<file path="config.mk">
export PLATFORM = sky130hd
export DESIGN_NAME = mmio_arbiter
export DESIGN_NICKNAME = d
export VERILOG_FILES = /design/src/rtl/mmio_arbiter.sv
export SDC_FILE = /design/constraint.sdc
export NUM_CORES = 1
export LEC_CHECK = 0
export CORE_MARGIN = 1
export CORE_UTILIZATION = 42
export DETAILED_ROUTE_END_ITERATION = 8
export PLACE_DENSITY = 0.8
export SETUP_SLACK_MARGIN = 0.5
export SLEW_MARGIN = 20
export SYNTH_ARGS = -nofsm -noshare
export SYNTH_HDL_FRONTEND = slang
export SYNTH_SLANG_ARGS = --single-unit
export TNS_END_PERCENT = 30
</file>
<file path="constraint.sdc">
create_clock -name clock -period 2.2 [get_ports clock]
set_input_delay 0.22 -clock clock [delete_from_list [all_inputs] [get_ports clock]]
set_output_delay 0.22 -clock clock [all_outputs]
set_load 0.01 [all_outputs]
</file>
<file path="src/rtl/mmio_arbiter.sv">
// Two-master (CPU data port m0, display fetcher m1) arbiter onto one MMIO slave port.
// Each access runs IDLE -> BUSY -> RESP; accesses that stall past TIMEOUT are aborted and logged in errno.
module mmio_arbiter #(
    parameter int MAX_BURST = 4,
    parameter int TIMEOUT   = 255
) (
    input  logic        clock,
    input  logic        reset,
    input  logic        m0_req,
    input  logic        m0_we,
    input  logic [31:0] m0_addr,
    input  logic [31:0] m0_wdata,
    input  logic [2:0]  m0_memop,
    output logic        m0_ack,
    output logic [31:0] m0_rdata,
    output logic        m0_err,
    input  logic        m1_req,
    input  logic [31:0] m1_addr,
    output logic        m1_ack,
    output logic [31:0] m1_rdata,
    output logic        m1_err,
    output logic        s_req,
    output logic        s_we,
    output logic [31:0] s_addr,
    output logic [31:0] s_wdata,
    output logic [2:0]  s_memop,
    input  logic        s_ack,
    input  logic [31:0] s_rdata,
    input  logic        errno_clr,
    output logic        busy,
    output logic [31:0] errno
);

    typedef enum logic [1:0] {
        ST_IDLE = 2'd0,
        ST_BUSY = 2'd1,
        ST_RESP = 2'd2
    } state_t;

    localparam logic [3:0] LP_MAX_BURST = 4'(MAX_BURST);
    localparam logic [7:0] LP_TCNT_LAST = 8'(TIMEOUT - 1);

    // m1 never writes, so a write owner is always m0
    function automatic logic [31:0] errno_code(input logic owner, input logic we);
        logic [31:0] code;
        if (owner) begin
            code = 32'd3;
        end else if (we) begin
            code = 32'd2;
        end else begin
            code = 32'd1;
        end
        return code;
    endfunction

    state_t      r_state, w_state_nxt;
    logic        r_owner, w_owner_nxt;
    logic [3:0]  r_streak, w_streak_nxt;
    logic [7:0]  r_tcnt, w_tcnt_nxt;
    logic        r_s_req, w_s_req_nxt;
    logic        r_s_we, w_s_we_nxt;
    logic [31:0] r_s_addr, w_s_addr_nxt;
    logic [31:0] r_s_wdata, w_s_wdata_nxt;
    logic [2:0]  r_s_memop, w_s_memop_nxt;
    logic        r_m0_ack, w_m0_ack_nxt, r_m0_err, w_m0_err_nxt;
    logic        r_m1_ack, w_m1_ack_nxt, r_m1_err, w_m1_err_nxt;
    logic [31:0] r_m0_rdata, w_m0_rdata_nxt, r_m1_rdata, w_m1_rdata_nxt;
    logic        r_busy, w_busy_nxt;
    logic [31:0] r_errno, w_errno_nxt;
    logic        w_pick_m0;
    logic        w_timeout;

    // Next-state, arbitration and response logic
    always_comb begin
        w_state_nxt    = r_state;
        w_owner_nxt    = r_owner;
        w_streak_nxt   = r_streak;
        w_tcnt_nxt     = r_tcnt;
        w_s_req_nxt    = r_s_req;
        w_s_we_nxt     = r_s_we;
        w_s_addr_nxt   = r_s_addr;
        w_s_wdata_nxt  = r_s_wdata;
        w_s_memop_nxt  = r_s_memop;
        w_m0_ack_nxt   = r_m0_ack;
        w_m0_err_nxt   = r_m0_err;
        w_m0_rdata_nxt = r_m0_rdata;
        w_m1_ack_nxt   = r_m1_ack;
        w_m1_err_nxt   = r_m1_err;
        w_m1_rdata_nxt = r_m1_rdata;
        w_busy_nxt     = r_busy;
        w_timeout      = 1'b0;
        w_pick_m0      = m0_req && (!m1_req || (r_streak == LP_MAX_BURST));

        case (r_state)
            ST_IDLE: begin
                if (m0_req || m1_req) begin
                    w_s_req_nxt = 1'b1;
                    w_tcnt_nxt  = 8'd0;
                    w_busy_nxt  = 1'b1;
                    w_state_nxt = ST_BUSY;
                    if (w_pick_m0) begin
                        w_owner_nxt   = 1'b0;
                        w_streak_nxt  = 4'd0;
                        w_s_we_nxt    = m0_we;
                        w_s_addr_nxt  = m0_addr;
                        w_s_wdata_nxt = m0_wdata;
                        w_s_memop_nxt = m0_memop;
                    end else begin
                        w_owner_nxt   = 1'b1;
                        w_streak_nxt  = m0_req ? (r_streak + 4'd1) : 4'd0;
                        w_s_we_nxt    = 1'b0;
                        w_s_addr_nxt  = m1_addr;
                        w_s_wdata_nxt = 32'd0;
                        w_s_memop_nxt = 3'b010;
                    end
                end else begin
                    w_state_nxt = ST_IDLE;
                end
            end
            ST_BUSY: begin
                // an ack on the timeout edge completes normally
                if (s_ack) begin
                    w_s_req_nxt = 1'b0;
                    w_tcnt_nxt  = 8'd0;
                    w_state_nxt = ST_RESP;
                    if (r_owner) begin
                        w_m1_ack_nxt   = 1'b1;
                        w_m1_err_nxt   = 1'b0;
                        w_m1_rdata_nxt = s_rdata;
                    end else begin
                        w_m0_ack_nxt   = 1'b1;
                        w_m0_err_nxt   = 1'b0;
                        w_m0_rdata_nxt = s_rdata;
                    end
                end else if (r_tcnt == LP_TCNT_LAST) begin
                    w_timeout   = 1'b1;
                    w_s_req_nxt = 1'b0;
                    w_tcnt_nxt  = 8'd0;
                    w_state_nxt = ST_RESP;
                    if (r_owner) begin
                        w_m1_ack_nxt   = 1'b1;
                        w_m1_err_nxt   = 1'b1;
                        w_m1_rdata_nxt = 32'd0;
                    end else begin
                        w_m0_ack_nxt   = 1'b1;
                        w_m0_err_nxt   = 1'b1;
                        w_m0_rdata_nxt = 32'd0;
                    end
                end else begin
                    w_tcnt_nxt = r_tcnt + 8'd1;
                end
            end
            ST_RESP: begin
                w_m0_ack_nxt   = 1'b0;
                w_m0_err_nxt   = 1'b0;
                w_m0_rdata_nxt = 32'd0;
                w_m1_ack_nxt   = 1'b0;
                w_m1_err_nxt   = 1'b0;
                w_m1_rdata_nxt = 32'd0;
                w_busy_nxt     = 1'b0;
                w_state_nxt    = ST_IDLE;
            end
            default: begin
                w_s_req_nxt = 1'b0;
                w_busy_nxt  = 1'b0;
                w_state_nxt = ST_IDLE;
            end
        endcase

        if (w_timeout) begin
            w_errno_nxt = errno_code(r_owner, r_s_we);
        end else if (errno_clr) begin
            w_errno_nxt = 32'd0;
        end else begin
            w_errno_nxt = r_errno;
        end
    end

    // State and output registers
    always_ff @(posedge clock or negedge reset) begin
        if (!reset) begin
            r_state    <= ST_IDLE;
            r_owner    <= 1'b0;
            r_streak   <= 4'd0;
            r_tcnt     <= 8'd0;
            r_s_req    <= 1'b0;
            r_s_we     <= 1'b0;
            r_s_addr   <= 32'd0;
            r_s_wdata  <= 32'd0;
            r_s_memop  <= 3'd0;
            r_m0_ack   <= 1'b0;
            r_m0_err   <= 1'b0;
            r_m0_rdata <= 32'd0;
            r_m1_ack   <= 1'b0;
            r_m1_err   <= 1'b0;
            r_m1_rdata <= 32'd0;
            r_busy     <= 1'b0;
            r_errno    <= 32'd0;
        end else begin
            r_state    <= w_state_nxt;
            r_owner    <= w_owner_nxt;
            r_streak   <= w_streak_nxt;
            r_tcnt     <= w_tcnt_nxt;
            r_s_req    <= w_s_req_nxt;
            r_s_we     <= w_s_we_nxt;
            r_s_addr   <= w_s_addr_nxt;
            r_s_wdata  <= w_s_wdata_nxt;
            r_s_memop  <= w_s_memop_nxt;
            r_m0_ack   <= w_m0_ack_nxt;
            r_m0_err   <= w_m0_err_nxt;
            r_m0_rdata <= w_m0_rdata_nxt;
            r_m1_ack   <= w_m1_ack_nxt;
            r_m1_err   <= w_m1_err_nxt;
            r_m1_rdata <= w_m1_rdata_nxt;
            r_busy     <= w_busy_nxt;
            r_errno    <= w_errno_nxt;
        end
    end

    assign s_req    = r_s_req;
    assign s_we     = r_s_we;
    assign s_addr   = r_s_addr;
    assign s_wdata  = r_s_wdata;
    assign s_memop  = r_s_memop;
    assign m0_ack   = r_m0_ack;
    assign m0_err   = r_m0_err;
    assign m0_rdata = r_m0_rdata;
    assign m1_ack   = r_m1_ack;
    assign m1_err   = r_m1_err;
    assign m1_rdata = r_m1_rdata;
    assign busy     = r_busy;
    assign errno    = r_errno;

endmodule

</file>
==> run_1/congestion.png <==
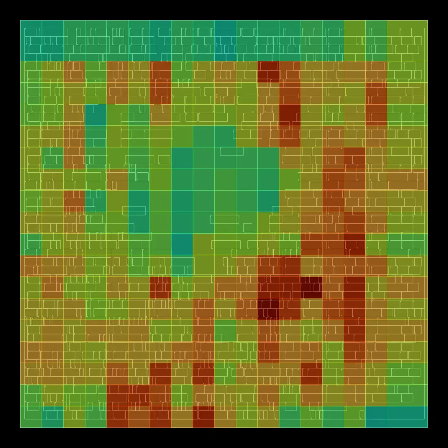
met1 routing resource usage after global routing: 0.271
met2 routing resource usage after global routing: 0.413

==> run_1/flops_by_reg.png <==
The bar under the picture is 50 um long. Other sequential cells in the stronger gray, the rest of the logic in the fainter gray.
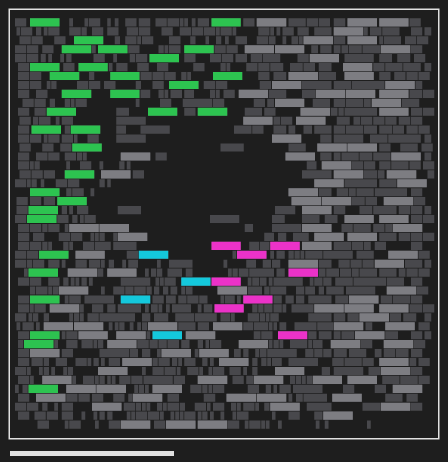
legend:
  s_addr:
    color: green
    sequential_cells: 32
  r_tcnt:
    color: magenta
    sequential_cells: 8
  r_streak:
    color: cyan
    sequential_cells: 4

==> run_1/placement_by_type.png <==
The bar under the picture is 50 um long.
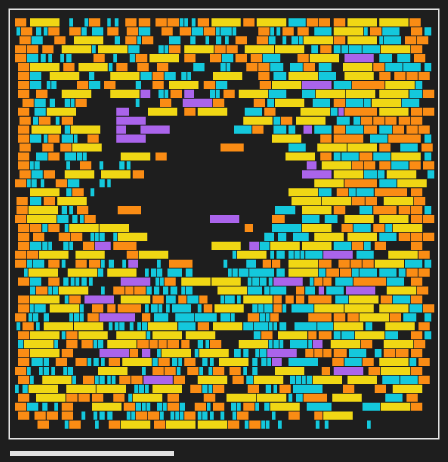
legend:
  combinational and other logic:
    color: cyan
    cells: 430
  sequential cells:
    color: yellow
    cells: 155
  clock drivers and dummy loads:
    color: purple
    cells: 32
  remaining buffers and delay cells:
    color: orange
    cells: 329

==> impl_metrics.tcl, run 1 <==
# implementation run metrics
set metrics [dict create \
    clock-sinks 155 \
    netSwitchingFraction 0.345 \
    critical_path_cell_count 9 \
    required_time_reported_for_the_critical_path_endpoint_ps 2510 \
    clk-power_mw 2.91 \
    comb_power_share 0.512 \
    critical_path.cell_chain "inv_2, ha_4, nand2b_4, o21bai_4, buf_6, o211ai_4, buf_6, buf_16, mux2_4" \
    die.size.y_um 130 \
    worstMarginPinSlew_ps 551 \
    cts_htree_levels 4 \
    floorplan_core_area_mm2 0.0160 \
    gp_congestion 0.733 \
    final.setup.worst_slack_ps 268 \
    top_area_frac 0.561 \
    first_global_vias 5621 \
    critical_path_source_type "register" \
    leakagePower_nw 5.09 \
    cp-endpoint "m0_rdata[10]$_DFFE_PN0P_" \
    drive_gt1_frac 0.182 \
    worst_slew_margin_rel 0.633 \
    synth_stat.cells 623 \
    rsz0062_at_grt "true" \
    post_synth_inst_count 623 \
    r2r_cells 9 \
    stage_log_warnings 33 \
    ir_worst_vdd_mv 0.775 \
    fin_setup_tns_ps 0 \
    timing.hold.worst.class "input pin to register" \
    min-delay-start "m0_wdata[1]" \
    hpwlAfterDp_mm 12.9 \
    final.period_utilization 0.878 \
    worst-r2r-setup-slack_ps 270 \
    timing.critical_path.buf_inv 4 \
    path_clk_slew_ps 70 \
    outcome "complete, no violations" \
    dpl_worst_slack_ps 173 \
    top_power_group "combinational cells" \
    synth_area_mm2 0.00691 \
    areaGrowthSynthToFinish_pct 62.2 \
    gr-usage-all-layers 0.242 \
    total_setup_violations_reported_at_the_end_of_the_flow 0 \
    r2r_start "r_state[1]$_DFFE_PN0P_" \
    timing.hold.worst_path_depth 3 \
    synth.yosys.warnings 0 \
    placement.io_buffers 277 \
    critical_path.endpoint_type "register" \
    antenna_violations_before_repair 0 \
    cts.root.buffer_cell "sky130_fd_sc_hd__clkbuf_16" \
    worst_ep_arrival_time_ps 2240 \
    power_of_the_combinational_group_mw 7.81 \
    worst_hold_path.endpoint "s_wdata[1]$_DFFE_PN0N_" \
    class_of_the_most_critical_setup_path "register to register" \
    floorplan.core_util 0.432 \
    pwr_per_cell_area_mw_per_mm2 1360 \
    cp_startpoint "r_state[1]$_DFFE_PN0P_" \
    vias 5723 \
    cts_tree "done" \
    finalWorstPathRequiredPeriod_ps 1930 \
    layout_top_cell "sky130_fd_sc_hd__clkdlybuf4s50_1" \
    n_antenna_cell 0 \
    number_of_buffers_on_the_longest_clock_path 2 \
    yosysChipArea_mm2 0.00691 \
    seq-power_mw 4.54 \
    crit_path_frequent_cell "sky130_fd_sc_hd__buf_6" \
    sequentialPowerShare 0.297 \
    clkLatencyLatePin_ps 440 \
    grt_max_degree 55 \
    route.antenna.remaining_nets 0 \
    crit_fanout 8 \
]
[run 1: registers in the layout (all words and copies together) (netlist names)]
register  cells
busy          1
errno         2
m0_ack        1
m0_err        1
m0_rdata     32
m1_ack        1
m1_err        1
m1_rdata     32
r_owner       1
r_state       2
r_streak      4
r_tcnt        8
s_addr       32
s_memop       3
s_req         1
s_wdata      32
s_we          1
[run 1: worst reg2reg max path: cells and delay by family, from the launching register on]
kind	cells	cell delay, ps
simple gates	1	60
fa+ha+maj	1	170
compound gates	2	330
flops	1	410
mux	1	310
buf+inv	4	530
[run 1: layout make-up]
class | instances | area [um2] | area share
Inverter | 8 | 30.0 | 0.00268
Clock inverter | 14 | 136 | 0.0122
Clock buffer | 18 | 439 | 0.0392
Sequential cell | 155 | 3880 | 0.346
Multi-Input combinational cell | 422 | 3010 | 0.268
Tap cell | 216 | 270 | 0.0241
Timing Repair Buffer | 329 | 3450 | 0.308
[run 1: repair_timing]
item / in CTS / in global routing
gates resized: 52 / 23
hold endpoints to repair: 50 / 0
hold buffers: 1 / 0
setup endpoints to repair: 105 / 139
gates cloned: 6 / 1
pin swaps: 2 / 4
setup buffers: 17 / 8
[run 1: Yosys cell counts, drive strengths merged]
| cell type | number |
|---|---|
| dfrtp | 155 |
| nand2 | 86 |
| mux2 | 66 |
| buf | 48 |
| o21ai | 47 |
| nor2 | 43 |
| a21oi | 36 |
| and2 | 32 |
| mux2i | 32 |
| clkbuf | 19 |
| inv | 8 |
| ha | 7 |
| nor3 | 5 |
| xnor2 | 5 |
| a31oi | 4 |
| nand2b | 4 |
| nand3 | 3 |
| nor2b | 3 |
| o31ai | 3 |
| nand4 | 2 |
| o22ai | 2 |
| a21boi | 1 |
| a22o | 1 |
| a32o | 1 |
| and3b | 1 |
| conb | 1 |
| nor3b | 1 |
| nor4 | 1 |
| o211ai | 1 |
| o21a | 1 |
| o21bai | 1 |
| o31a | 1 |
| or2 | 1 |
| or4 | 1 |
[run 1: metrics by stage]
step / power (mW) / std cells / instance area (um2) / utilization / hold WS [ps]
finish: 15.3 / 1162 / 11200 / 0.701 / 329
CTS: 14.8 / 1153 / 11000 / 0.689 / 321
global placement: 10.4 / 1097 / 9940 / 0.622 / 223
detailed placement: 10.6 / 1097 / 9940 / 0.622 / 227
floorplan: 7.53 / 652 / 7060 / - / -75.6
global route: 16.0 / 1162 / 11200 / 0.701 / 334
[run 1: metal layers]
| metal | vias to the layer above | GRT usage | wire, um |
|---|---|---|---|
| li1 | 2674 | - | - |
| met1 | 2771 | 0.271 | 8000 |
| met2 | 248 | 0.413 | 10500 |
| met3 | 30 | 0.100 | 1990 |
| met4 | 0 | 0.0828 | 420 |
| met5 | - | 0 | 0 |
[run 1: kinds of logic after synthesis]
family                     share of synthesized area
and+or+nand+nor                                0.121
DFF                                            0.561
AOI/OAI and AO/OA                             0.0806
muxes                                          0.154
buffers and inverters                         0.0634
adders and majority gates                     0.0127
xor gates and xnor gates                     0.00634
other                                       0.000543
==> run 2, diff against run 1 <==
CORE_MARGIN = 1.5   (was 1)
==> run_2/wires.png <==
The bar under the picture is 50 um long. Only two layers are drawn.
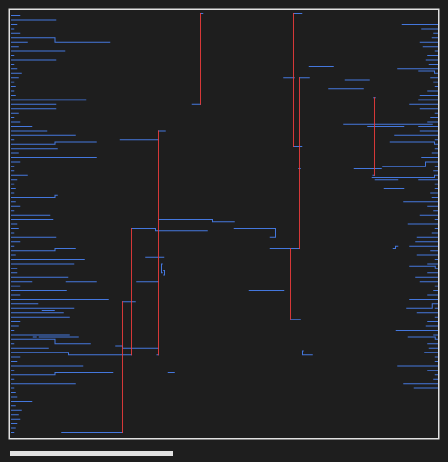
legend:
  metal 4:
    color: red
    wire_length: 314 um
  metal 3:
    color: blue
    wire_length: 1420 um

==> run_2/flops_by_reg.png <==
The bar under the picture is 50 um long. Other sequential cells in the stronger gray, the rest of the logic in the fainter gray.
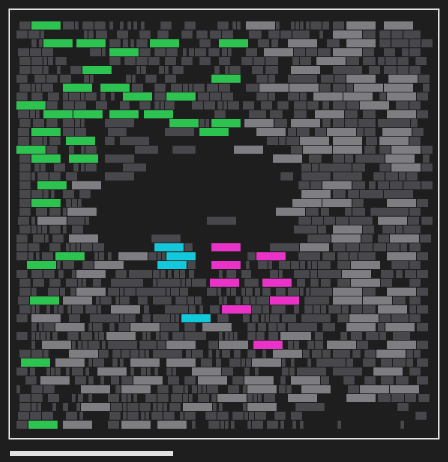
legend:
  s_addr:
    color: green
    sequential_cells: 32
  r_streak:
    color: cyan
    sequential_cells: 4
    where: center
  r_tcnt:
    color: magenta
    sequential_cells: 8
not colored: 111

==> run 2 against run 1 <==
Compared with the run above: synthesized cell count is the same; fmax increased by 0.76%; combinational power fell by 7.3%; clock skew decreased by 6.3 ps; non-clock buffer count increased by 4; die area is 1.5% higher; sequential power about the same; first-iteration DRC count grew 4.1%; clock-buffer cell count down 1; register-to-register slack barely moved; global-route usage down 2.1 points; critical path type unchanged; largest cell class unchanged; highest routed layer unchanged.
==> impl_metrics.tcl, run 2 <==
# implementation run metrics
set metrics [dict create \
    outcome "complete, no violations" \
    dpl_worst_slack_ps 209 \
    routed_wire_length_per_instance_um 17.4 \
    stage_log_warnings 33 \
    finalClockSkew_ps 8.53 \
    required_time_reported_for_the_critical_path_endpoint_ps 2500 \
    cts_htree_levels 4 \
    gp_congestion 0.798 \
    fraction_of_the_yosys_area_taken_by_sequential_cells 0.561 \
    drt_first_iter_violations 305 \
    pwr_per_cell_area_mw_per_mm2 1310 \
    cts.root.buffer_cell "sky130_fd_sc_hd__clkbuf_16" \
    maxCapViolCount 0 \
    leakagePower_nw 4.99 \
    clock-sinks 155 \
    areaGrowthSynthToFinish_pct 60.8 \
    timing.hold.worst.class "input pin to register" \
    cts_tree "done" \
    detail_route.drc_violations 0 \
    cell_at_the_slowest_stage_of_the_critical_path "sky130_fd_sc_hd__dfrtp_1" \
    ir_worst_vdd_mv 0.660 \
    post_synth_inst_count 623 \
    p_total_mw 14.5 \
    vias 5746 \
    postSynthRegisterBits 155 \
    worst_ep_arrival_time_ps 2220 \
    synthArstFlopShare 1.00 \
    synth.top_cells.by_count "sky130_fd_sc_hd__dfrtp_1, sky130_fd_sc_hd__nand2_1, sky130_fd_sc_hd__mux2_2" \
    nFillCells 1197 \
    route.antenna.remaining_nets 0 \
    synthDistinctLibCells 41 \
    worst_hold_slack_ps 344 \
    layout_top_cell "sky130_fd_sc_hd__clkdlybuf4s50_1" \
    grt_max_degree 62 \
    critical_path.endpoint_type "register" \
    drive_gt1_frac 0.186 \
    synth.yosys.warnings 0 \
    core.rowCount 46 \
    number_of_placed_i_o_pins 308 \
    top_cell "sky130_fd_sc_hd__dfrtp_1" \
    first_global_vias 5755 \
    placement.io_buffers 277 \
    dieArea_mm2 0.0172 \
    n_antenna_cell 0 \
    finalWorstPathRequiredPeriod_ps 1920 \
    worst_slew_margin_rel 0.597 \
    yosysChipArea_mm2 0.00691 \
    avgViaCountPerCell 4.93 \
    post_synthesis_mean_instance_area_um2 11.1 \
    synth_area_mm2 0.00691 \
    critical_path_source_type "register" \
    place_area_mm2 0.00995 \
    fmax_mhz 522 \
    cts_made_buffers 17 \
    most_common_logic_cells_in_the_final_layout "sky130_fd_sc_hd__clkdlybuf4s50_1, sky130_fd_sc_hd__dfrtp_1, sky130_fd_sc_hd__nand2_1, sky130_fd_sc_hd__mux2_2, sky130_fd_sc_hd__o21ai_0" \
    rsz0062_at_grt "true" \
    hpwlAfterDp_mm 13.1 \
    finish.net_count 1082 \
    antenna_violations_before_repair 0 \
    final_hold_viol_count 0 \
    final_design_area_no_fill_mm2 0.0111 \
    top_area_frac 0.561 \
    gr-usage-all-layers 0.221 \
    critical_path.cell_chain "inv_1, ha_1, nand3_2, o21bai_4, a21boi_4, buf_12, clkbuf_16, mux2_2" \
    enable_flop_cells 0 \
    final-max-slew-violation-count 0 \
    path_clk_slew_ps 70 \
    crit_fanout 8 \
    class_of_the_most_critical_setup_path "register to register" \
    floorplan_core_area_mm2 0.0160 \
    clkLatencyLatePin_ps 420 \
    synth_stat.cells 623 \
    floorplan.core_util 0.432 \
    detailedRoute.firstPassIterationCount 4 \
    fin_setup_tns_ps 0 \
    final.period_utilization 0.871 \
    final.setup.worst_slack_ps 283 \
    timing.critical_path.buf_inv 3 \
    worstMarginPinSlew_ps 604 \
    number_of_buffers_on_the_longest_clock_path 2 \
    die.size.y_um 131 \
    ys.flop_type "sky130_fd_sc_hd__dfrtp_1" \
    total_setup_violations_reported_at_the_end_of_the_flow 0 \
]
run 2: cell counts after synthesis:
Identical to the previous run, type by type.
run 2: per-stage QoR:
| stage | std cells | utilization |
|---|---|---|
| global route | 1166 | 0.694 |
| floorplan | 652 | - |
| finish | 1166 | 0.694 |
| CTS | 1143 | 0.669 |
| global placement | 1099 | 0.622 |
| detailed placement | 1099 | 0.622 |
run 2: layer usage:
layer / up-vias / routed length, um / track usage
li1: 2685 / - / -
met5: - / 0 / 0
met2: 239 / 10400 / 0.389
met1: 2801 / 8090 / 0.260
met4: 0 / 314 / 0.0673
met3: 21 / 1420 / 0.0667
run 2: worst register-to-register path, cell delays in order, from the launching register on:
cell	delay, ps
sky130_fd_sc_hd__dfrtp_1	400
sky130_fd_sc_hd__inv_1	70
sky130_fd_sc_hd__ha_1	160
sky130_fd_sc_hd__nand3_2	100
sky130_fd_sc_hd__o21bai_4	180
sky130_fd_sc_hd__a21boi_4	260
sky130_fd_sc_hd__buf_12	140
sky130_fd_sc_hd__clkbuf_16	150
sky130_fd_sc_hd__mux2_2	350
run 2: repair_timing:
action                     in CTS  in global routing
cloned                          3                  3
pin swaps                       3                  6
hold endpoints to repair       56                  0
buffers inserted                8                 20
setup endpoints to repair     119                143
hold buffers                    1                  0
gates resized                   7                 35
run 2: layout make-up:
class,count,area (um2),area share
flip-flops and latches,155,3880,0.349
repair buffers,333,3500,0.315
multi-input cells,422,2870,0.258
clock buffers,17,425,0.0383
well taps,216,270,0.0243
clock inverters,15,134,0.0121
inverters,8,32.5,0.00293
run 2: worst paths after layout:
path,start,to,slack (ps),depth (start not counted)
max in group asynchronous,reset,s_wdata[4]$_DFFE_PN0N_,1110,3
setup reg to reg,r_tcnt[0]$_DFFE_PN0P_,m1_rdata[8]$_DFFE_PN0P_,280,8
hold / removal,m0_wdata[17],s_wdata[17]$_DFFE_PN0N_,340,3
hold reg to reg,s_memop[1]$_DFFE_PN0N_,s_memop[1]$_DFFE_PN0N_,470,2
setup / recovery,r_tcnt[0]$_DFFE_PN0P_,m1_rdata[8]$_DFFE_PN0P_,280,8
min in group asynchronous,reset,m0_rdata[1]$_DFFE_PN0P_,370,2
run 2: logic make-up after synthesis:
family / after synthesis / share of synthesized area
AOI/OAI and AO/OA: 99 / 0.0806
DFF: 155 / 0.561
buffers and inverters: 75 / 0.0634
and+or+nand+nor: 183 / 0.121
other: 1 / 0.000543
adders and majority gates: 7 / 0.0127
xor gates and xnor gates: 5 / 0.00634
muxes: 98 / 0.154
run 2: power by group:
part	internal [mW]	switching (mW)	leakage (nW)
Sequential	3.90	0.611	1.97
Combinational	4.14	3.10	2.76
Clock	1.48	1.29	0.260
No activity file was given, so power comes from the tool's default toggle rates.
